File: src/rtl/riscv_types_pkg.sv
// Shared types for the RV32IM pipeline front end: IF/ID entry, fetch FSM states,
// instruction size.
package riscv_types_pkg;

  localparam int unsigned INSTR_BYTES = 4;

  typedef struct packed {
    logic [31:0] pc;
    logic [31:0] instr;
    logic        fault;
  } if_entry_t;

  typedef enum logic [1:0] {
    BOOT  = 2'd0,
    RUN   = 2'd1,
    FAULT = 2'd2
  } fetch_state_e;

endpackage

File: src/rtl/fetch_fifo.sv
// Synchronous FIFO of IF/ID entries; head is read combinationally from storage.
// Clear empties it; push and pop in the same cycle keep the count, even when full.
import riscv_types_pkg::*;

module fetch_fifo #(
  parameter int unsigned DEPTH = 2
) (
  input  logic                     clk_i,
  input  logic                     rst_i,
  input  logic                     clear_i,
  input  logic                     push_i,
  input  if_entry_t                wdata_i,
  input  logic                     pop_i,
  output if_entry_t                rdata_o,
  output logic [$clog2(DEPTH):0]   count_o,
  output logic                     full_o,
  output logic                     empty_o
);

  localparam int unsigned AW = $clog2(DEPTH);
  localparam int unsigned CW = AW + 1;

  if_entry_t       mem_q [DEPTH];
  logic [AW-1:0]   wr_ptr_q, wr_ptr_d;
  logic [AW-1:0]   rd_ptr_q, rd_ptr_d;
  logic [CW-1:0]   count_q, count_d;

  always_comb begin
    wr_ptr_d = wr_ptr_q;
    rd_ptr_d = rd_ptr_q;
    count_d  = count_q;
    if (clear_i) begin
      wr_ptr_d = '0;
      rd_ptr_d = '0;
      count_d  = '0;
    end else begin
      if (push_i) wr_ptr_d = wr_ptr_q + AW'(1);
      if (pop_i)  rd_ptr_d = rd_ptr_q + AW'(1);
      count_d = count_q + CW'(push_i) - CW'(pop_i);
    end
  end

  always_ff @(posedge clk_i or posedge rst_i) begin
    if (rst_i) begin
      wr_ptr_q <= '0;
      rd_ptr_q <= '0;
      count_q  <= '0;
      for (int unsigned i = 0; i < DEPTH; i++) mem_q[i] <= '0;
    end else begin
      wr_ptr_q <= wr_ptr_d;
      rd_ptr_q <= rd_ptr_d;
      count_q  <= count_d;
      if (push_i && !clear_i) mem_q[wr_ptr_q] <= wdata_i;
    end
  end

  assign rdata_o = mem_q[rd_ptr_q];
  assign count_o = count_q;
  assign full_o  = (count_q == CW'(DEPTH));
  assign empty_o = (count_q == '0);

endmodule

File: src/rtl/fetch_stage.sv
// RV32IM instruction fetch: owns the PC, issues word reads, buffers responses for IF/ID.
// Optional FETCH_PERF_CNT_EN adds handshake and discarded-response counters.
import riscv_types_pkg::*;

module fetch_stage #(
  parameter logic [31:0] RESET_VECTOR = 32'h0000_0000,
  parameter int unsigned FIFO_DEPTH   = 2
) (
  input  logic         clk_i,
  input  logic         rst_i,
  input  logic         stall_f_i,
  input  logic         flush_f_i,
  input  logic         pc_redirect_i,
  input  logic [31:0]  redirect_pc_i,
  output logic [31:0]  i_araddr_o,
  output logic         i_arvalid_o,
  input  logic         i_arready_i,
  input  logic         i_rvalid_i,
  input  logic [31:0]  i_rdata_i,
  input  logic         i_rerr_i,
  output logic         valid_f_o,
  output logic [31:0]  pc_f_o,
  output logic [31:0]  instr_f_o,
  output logic         fault_f_o,
  output fetch_state_e dbg_state_o
`ifdef FETCH_PERF_CNT_EN
  ,
  output logic [31:0]  perf_fetch_cnt_o,
  output logic [31:0]  perf_discard_cnt_o
`endif
);

  localparam int unsigned CW = $clog2(FIFO_DEPTH) + 1;

  fetch_state_e  state_q, state_d;
  logic [31:0]   fetch_pc_q, fetch_pc_d;
  logic [31:0]   deliver_pc_q, deliver_pc_d;
  logic [31:0]   tail_pc_q, tail_pc_d;
  logic [31:0]   pend_addr_q, pend_addr_d;
  logic          pend_q, pend_d;
  logic          pend_stale_q, pend_stale_d;
  logic [CW-1:0] outst_q, outst_d;
  logic [CW-1:0] discard_q, discard_d;

  logic          kill, credit_ok, req_valid, hs, stale_hs;
  logic          drop, push, pop;
  logic [31:0]   req_addr, new_pc;
  if_entry_t     head, push_entry;
  logic [CW-1:0] fifo_count;
  logic          fifo_full, fifo_empty;

  assign kill       = pc_redirect_i | flush_f_i;
  assign new_pc     = pc_redirect_i ? redirect_pc_i : deliver_pc_q;
  assign credit_ok  = ({1'b0, outst_q} + {1'b0, fifo_count}) < (CW + 1)'(FIFO_DEPTH);
  // A request that was presented but not yet accepted stays on the bus unchanged.
  assign req_valid  = pend_q | ((state_q == RUN) & credit_ok);
  assign req_addr   = pend_q ? pend_addr_q : {fetch_pc_q[31:2], 2'b00};
  assign hs         = req_valid & i_arready_i;
  assign stale_hs   = hs & pend_q & pend_stale_q;
  assign drop       = i_rvalid_i & (discard_q != '0);
  assign push       = i_rvalid_i & ~drop & ~kill;
  assign pop        = ~fifo_empty & ~stall_f_i & ~kill;
  assign push_entry = '{pc: tail_pc_q, instr: i_rdata_i, fault: i_rerr_i};

  always_comb begin
    state_d      = state_q;
    fetch_pc_d   = fetch_pc_q;
    deliver_pc_d = deliver_pc_q;
    tail_pc_d    = tail_pc_q;
    pend_d       = req_valid & ~i_arready_i;
    pend_addr_d  = req_addr;
    pend_stale_d = pend_d & (kill | (pend_q & pend_stale_q));
    outst_d      = outst_q + CW'(hs) - CW'(i_rvalid_i);
    discard_d    = discard_q + CW'(stale_hs) - CW'(drop);

    case (state_q)
      BOOT:    state_d = RUN;
      RUN:     if (push && i_rerr_i) state_d = FAULT;
      FAULT:   state_d = FAULT;
      default: state_d = BOOT;
    endcase

    if (kill) begin
      state_d      = RUN;
      fetch_pc_d   = new_pc;
      deliver_pc_d = new_pc;
      tail_pc_d    = new_pc;
      // Everything still owed by memory, including a same-cycle handshake, is dropped.
      discard_d    = outst_q - CW'(i_rvalid_i) + CW'(hs);
    end else begin
      if (hs && !stale_hs) fetch_pc_d = fetch_pc_q + INSTR_BYTES;
      if (pop)  deliver_pc_d = deliver_pc_q + INSTR_BYTES;
      if (push) tail_pc_d    = tail_pc_q + INSTR_BYTES;
    end
  end

  always_ff @(posedge clk_i or posedge rst_i) begin
    if (rst_i) begin
      state_q      <= BOOT;
      fetch_pc_q   <= RESET_VECTOR;
      deliver_pc_q <= RESET_VECTOR;
      tail_pc_q    <= RESET_VECTOR;
      pend_q       <= 1'b0;
      pend_addr_q  <= RESET_VECTOR;
      pend_stale_q <= 1'b0;
      outst_q      <= '0;
      discard_q    <= '0;
    end else begin
      state_q      <= state_d;
      fetch_pc_q   <= fetch_pc_d;
      deliver_pc_q <= deliver_pc_d;
      tail_pc_q    <= tail_pc_d;
      pend_q       <= pend_d;
      pend_addr_q  <= pend_addr_d;
      pend_stale_q <= pend_stale_d;
      outst_q      <= outst_d;
      discard_q    <= discard_d;
    end
  end

  fetch_fifo #(.DEPTH(FIFO_DEPTH)) u_fifo (
    .clk_i   (clk_i),
    .rst_i   (rst_i),
    .clear_i (kill),
    .push_i  (push),
    .wdata_i (push_entry),
    .pop_i   (pop),
    .rdata_o (head),
    .count_o (fifo_count),
    .full_o  (fifo_full),
    .empty_o (fifo_empty)
  );

  // Credits bound in-flight plus buffered words, so a response never meets a full buffer.
  assert property (@(posedge clk_i) disable iff (rst_i) !(push && fifo_full));

  assign i_arvalid_o = req_valid;
  assign i_araddr_o  = req_addr;
  assign valid_f_o   = ~fifo_empty;
  assign pc_f_o      = head.pc;
  assign instr_f_o   = head.instr;
  assign fault_f_o   = head.fault;
  assign dbg_state_o = state_q;

`ifdef FETCH_PERF_CNT_EN
  logic [31:0] perf_fetch_q, perf_discard_q;

  always_ff @(posedge clk_i or posedge rst_i) begin
    if (rst_i) begin
      perf_fetch_q   <= '0;
      perf_discard_q <= '0;
    end else begin
      perf_fetch_q   <= perf_fetch_q + 32'(hs);
      perf_discard_q <= perf_discard_q + 32'(i_rvalid_i & (drop | kill));
    end
  end

  assign perf_fetch_cnt_o   = perf_fetch_q;
  assign perf_discard_cnt_o = perf_discard_q;
`endif

endmodule

File: config.mk
export PLATFORM = sky130hd
export DESIGN_NAME = fetch_stage
export DESIGN_NICKNAME = d
export VERILOG_FILES = /design/src/rtl/riscv_types_pkg.sv /design/src/rtl/fetch_fifo.sv /design/src/rtl/fetch_stage.sv
export SDC_FILE = /design/constraint.sdc
export NUM_CORES = 1
export LEC_CHECK = 0
export ABC_AREA = 1
export CAP_MARGIN = 20
export CORE_UTILIZATION = 53
export CTS_BUF_LIST = sky130_fd_sc_hd__clkbuf_8
export DETAILED_ROUTE_END_ITERATION = 8
export PLACE_DENSITY = 0.86
export REMOVE_ABC_BUFFERS = 1
export SLEW_MARGIN = 20
export SYNTH_ARGS = -nofsm -noshare
export SYNTH_HDL_FRONTEND = slang
export SYNTH_SLANG_ARGS = --single-unit
File: constraint.sdc
create_clock -name clk_i -period 8.7 [get_ports clk_i]
set_input_delay 1.74 -clock clk_i [delete_from_list [all_inputs] [get_ports clk_i]]
set_output_delay 1.74 -clock clk_i [all_outputs]
set_load 0.02 [all_outputs]
Fig. 1: run 1, where the registers sit
Bar = 50 microns. Other sequential cells in the stronger grey, the rest of the logic in the fainter grey.
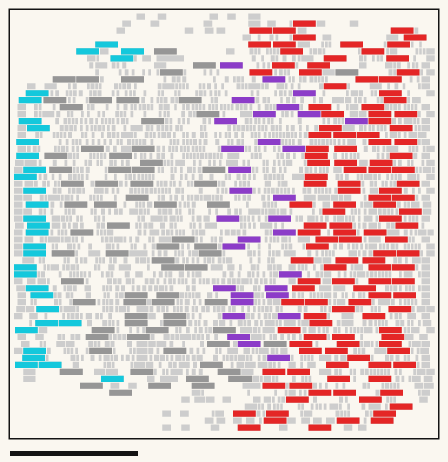
signal	colour	flops
pend_addr_q	cyan	32
tail_pc_q	purple	31
u_fifo.mem_q	red	130
flop share of the area: 39.0%
Sequential Area: 6660 sq um
Seq power: 1.83 mW
post-layout util: 63.6%

Fig. 2: run 1, track usage over the die
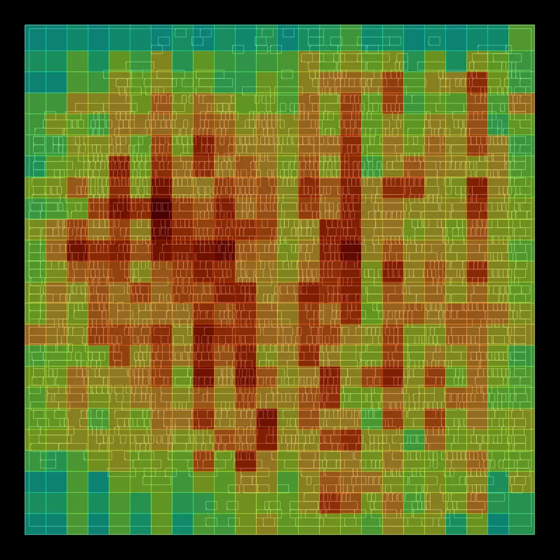
M1 GR Usage: 37.5%
GRT Max-Usage Layer: met2
GRT Util Overall: 27.6%
routed len/inst: 15.1 microns

Fig. 3: run 1, a small window of the routed layout
Bar = 5 microns. Region (74, 107) to (94, 127) microns. Cells in grey, sequential cells in the stronger grey; small squares are vias.
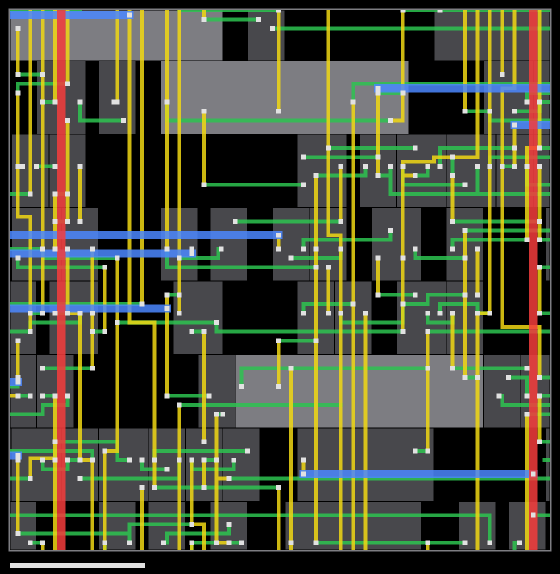
layer	colour
metal 2	yellow
metal 4	red
metal 1	green
metal 3	blue
cells with their middle in the window	49
sequential cells in the window	3
most frequent	nand2_1 (17), inv_1 (9), nand3_1 (9)
netlist names of flops here include	tail_pc_q (2), deliver_pc_q (1)

==> run summary, run 1 <==
status - finished, final reports clean
Fillers - 2,373
setup ws final - 3.92 ns
post-synth top area cell - dfrtp_1
Mapped Cells - 1,991
GRT overflow - 0
Largest Register - u_fifo.mem_q
syn avg cell area - 7.26 sq um
Synth flops - 266
non-filler instance count after layout - 2,507
setup violators final - 0
GP Congestion - 0.955
final hold violation count - 0
DRT Wirelength - 37,900 microns
clock sink count - 266
Reg clk slew, reported paths - 0.06 ns
xor+xnor area frac - 0.545%
IO Pins - 173
Area leader share - 46.0%
Initial Util - 53.8%
clock buffer depth - 3
synthesized area - 14,500 sq um
RSZ-0062 raised after global routing - no
antenna violations before repair - 0
largest net degree at the start of global routing - 129
clkbuf count - 60
# Taps - 341
Final clock-cell share - 5.55%
Regs by FF count - u_fifo.mem_q (130), pend_addr_q (32)
Worst setup EP type - primary output
Comb area - 6400 sq um
Row Count - 60
DPL Wire Length - 25,800 microns
Non-clock buffer share - 10.5%
Setup TNS - 0 ns
synth warn - 0
Critical Path Max Stage Delay - 0.65 ns
Pins Over Slew Limit - 0
Post-synth seq share - 46.0%
most numerous cell in the Yosys netlist - nand2_1
main flop type - dfrtp_1
Final Power - 4.64 mW
chip height - 167 microns
placed cell count - 2,427
yosys stat cell total - 1,991
max frequency - 209 MHz
Post-Place Worst Slack - 3.68 ns
die area - 27,900 sq um
asr flop ratio synth - 100%
slowest cell on the critical path - clkdlybuf4s50_1
area delta synth->final - 18.2%
CTS buffer count - 46
largest class - flip-flops and latches
max FFs per register - 130
H-tree levels - 2
Die W - 167 microns
multiplexer area fraction after synthesis - 0%
count of library flops with an enable pin - 0
CTS resizes - 0
hold buffers post-CTS - 0
Period minus WS final - 4.78 ns
clk ins delay skew pair - 0.58 ns
## run 1: metal layers
layer / up-vias / track usage (%) / routed length, microns
met5: - / 0 / 0
met3: 85 / 4.30 / 2860
li1: 6575 / - / -
met4: 0 / 10.7 / 1190
met2: 540 / 44.7 / 17500
met1: 6266 / 37.5 / 16400
## run 1: cells in the final DEF, fill, tap and decap left out, types with 3 or more instances in the layout
cell	instances
a31oi_1	15
nand2_1	669
inv_2	5
clkdlybuf4s50_1	172
nor2_4	3
dfrtp_1	265
o21ai_2	26
nand2_4	4
nand4_1	8
xnor2_1	4
nand2_2	9
o211ai_1	14
buf_4	9
nor2_2	14
xor2_1	5
nor2_1	206
nand3_1	107
ha_1	11
inv_1	235
clkbuf_8	60
clkinv_2	4
a21oi_1	67
o21ai_1	132
o21ai_0	78
nor3_1	20
## run 1: worst paths after layout
check | slack, ns | from | cells after the start | endpoint
worst min register to register | 0.47 | pend_addr_q[1]$_DFF_PP0_ | 2 | pend_addr_q[1]$_DFF_PP0_
worst max register to register | 5.89 | u_fifo.count_o[0]$_DFF_PP0_ | 11 | fetch_pc_q[27]$_DFFE_PP0P_
min in group asynchronous | 1.80 | rst_i | 2 | u_fifo.mem_q[83]$_DFFE_PP0P_
worst max-delay path | 3.92 | u_fifo.rd_ptr_q$_DFFE_PP0P_ | 6 | pc_f_o[27]
worst min-delay path | 0.47 | pend_addr_q[1]$_DFF_PP0_ | 2 | pend_addr_q[1]$_DFF_PP0_
max in group asynchronous | 5.40 | rst_i | 3 | u_fifo.mem_q[74]$_DFFE_PP0P_
## run 1: power by group
part	switching [mW]	internal (mW)
Clock	0.516	0.647
Combinational	0.964	0.684
Sequential	0.238	1.59
Total	1.72	2.92
## Run 2: what changed since run 1
==> constraint.sdc (replaced) <==
create_clock -name clk_i -period 4 [get_ports clk_i]
set_input_delay 0.8 -clock clk_i [delete_from_list [all_inputs] [get_ports clk_i]]
set_output_delay 0.8 -clock clk_i [all_outputs]
set_load 0.02 [all_outputs]
Fig. 4: run 2, wiring by layer
Bar = 50 microns.
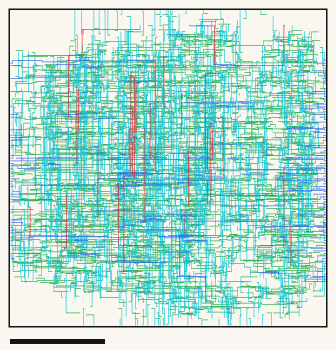
layer	colour	wire length
metal 2	cyan	17,600 microns
metal 1	green	16,800 microns
metal 3	blue	2,430 microns
metal 4	red	999 microns
routed len/inst: 15.1 microns
vias after detailed routing: 13.5k
GRT Util Overall: 27.5%
DRT Wirelength: 37,800 microns

Fig. 5: run 2, track usage over the die
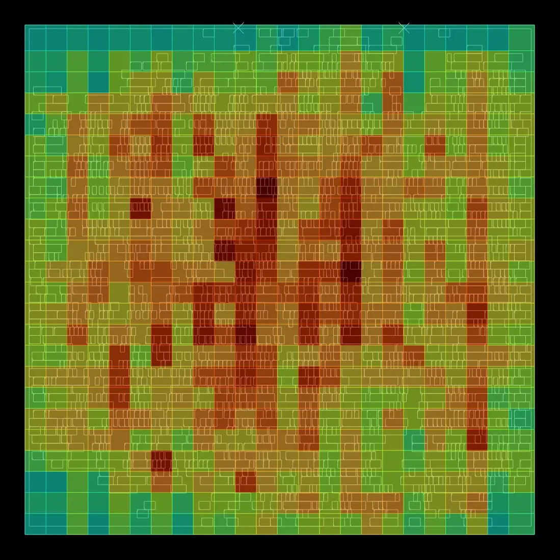
GR Util met3: 4.14%
met2 usage: 44.7%

==> run summary, run 2 <==
Largest Pwr Group - sequential cells
Area leader share - 46.0% (unchanged)
largest class - flip-flops and latches
CTS buffer count - 45 (-2.2%)
Worst setup EP type - primary output
Initial Util - 53.8% (unchanged)
Regs by FF count - u_fifo.mem_q (130), pend_addr_q (32)
Pins Over Slew Limit - 0 (unchanged)
# Taps - 341 (unchanged)
reg2reg end - fetch_pc_q[26]$_DFFE_PP0P_
synth warn - 0 (unchanged)
Sequential Area - 6660 sq um (unchanged)
Clk pwr share - 24.0% (-1.1 points)
Final clock-cell share - 5.15% (-0.40 points)
end point of the worst hold path - pend_addr_q[1]$_DFF_PP0_
sw frac - 37.1% (+0.079 points)
Hold Path Origin - pend_addr_q[1]$_DFF_PP0_
clkbuf count - 58 (-3.3%)
Final Power - 9.94 mW (+110%)
RSZ-0062 raised after global routing - no
Die W - 167 microns (unchanged)
Adder Share, Synth - 1.09%
flop share of the area - 38.8% (-0.14 points)
Mapped Cells - 1,991 (unchanged)
hold buffers post-CTS - 0 (unchanged)
Comb pwr share - 36.1% (+0.6 points)
final hold violation count - 0 (unchanged)
GRT overflow - 0 (unchanged)
Seq power - 3.96 mW (+120%)
DPL Wire Length - 26,400 microns (+2.2%)
yosys stat cell total - 1,991 (unchanged)
register-to-register setup slack - 1.22 ns (-4.67 ns)
Seq pwr share - 39.9% (+0.5 points)
main flop type - dfrtp_1
Post-route DRC - 2
setup violators final - 0 (unchanged)
die area - 27,900 sq um (unchanged)
xor+xnor area frac - 0.545% (unchanged)
count of library flops with an enable pin - 0 (unchanged)
Row Count - 60 (unchanged)
worst hold stages - 2 (unchanged)
chip height - 167 microns (unchanged)
asr flop ratio synth - 100% (unchanged)
area delta synth->final - 18.6%
most numerous cell in the Yosys netlist - nand2_1
GP Congestion - 0.932 (-2.4%)
Comb area - 6400 sq um (unchanged)
Post-synth seq share - 46.0% (unchanged)
CTS resizes - 0 (unchanged)
clock sink count - 266 (unchanged)
Net Switching - 3.69 mW (+110%)
largest net degree at the start of global routing - 105 (-19%)
H-tree levels - 2 (unchanged)
syn avg cell area - 7.26 sq um (unchanged)
non-filler instance count after layout - 2,509 (+0.080%)
Period minus WS final - 3.25 ns
P_int - 6.25 mW (+110%)
clk pwr - 2.39 mW (+110%)
Largest Register - u_fifo.mem_q
worst r2r src - u_fifo.count_o[0]$_DFF_PP0_
r2r worst-path depth - 11 (unchanged)
Critical Path RT - 3.20 ns
most frequent cells in the layout - nand2_1 (669), dfrtp_1 (265), inv_1 (235)
vias in the first global route - 12.8k
status - complete, but fails checks
Fillers - 2,363 (-0.42%)
antenna violations before repair - 0 (unchanged)
max frequency - 308 MHz
Logic power comb - 3.59 mW (+120%)
Synth flops - 266 (unchanged)
Non-clock buffer share - 11.2% (+0.71 points)
failing checks - design-rule violations
synthesized area - 14,500 sq um (unchanged)
post-synth top area cell - dfrtp_1
clk ins delay skew pair - 0.57 ns (about the same)
run 2: cell count changes in the layout (fill, tap and decap cells not counted), sizes merged:
cell / delta
clkbuf: -2
bufinv: -1
inv: -1
buf: +7
clkinvlp: -1
run 2: layer usage:
layer  routed length, microns  global-route usage, %
met4                      998                   9.93
met3                     2430                   4.14
met2                    17600                   44.7
met5                        0                      0
met1                    16800                   37.6
run 2: kinds of logic after synthesis:
group	after synthesis
simple gates	1048
compound gates	341
buf+inv	315
flops	266
fa+ha+maj	12
xor+xnor	9
run 2: worst max-delay path, cell delays in order (launching register included):
cell and delay [ns]:
dfrtp_1 0.40, nand2_1 0.06, inv_1 0.04, fa_1 0.43
nor2_1 0.11, nand2_1 0.09, nand2_2 0.12, clkdlybuf4s50_1 0.63
run 2: metrics by stage:
step / setup TNS, ns / setup slack (ns) / cell area [sq um]
2_1_floorplan: -1097.32 / -4.13 / 13900
5_1_grt: 0 / 0.644 / 17100
4_1_cts: 0 / 0.737 / 17100
3_5_place_dp: 0 / 0.572 / 16300
6_report: 0 / 0.754 / 17100
3_3_place_gp: 0 / 0.665 / 16300
run 2: worst max path at each step:
stage | slack (ns) | endpoint | cells past startpoint | start
3_3_place_gp | 0.66 | fetch_pc_q[15]$_DFFE_PP0P_ | 7 | pc_redirect_i
5_1_grt | 0.64 | i_arvalid_o | 7 | u_fifo.count_o[0]$_DFF_PP0_
3_5_place_dp | 0.57 | fetch_pc_q[15]$_DFFE_PP0P_ | 7 | flush_f_i
4_1_cts | 0.74 | i_arvalid_o | 7 | u_fifo.count_o[0]$_DFF_PP0_
2_1_floorplan | -4.13 | dbg_state_o[0]$_DFFE_PP0P_ | 1 | rst_i
6_report | 0.75 | i_arvalid_o | 7 | u_fifo.count_o[0]$_DFF_PP0_
Power and IR drop assume default switching activity.
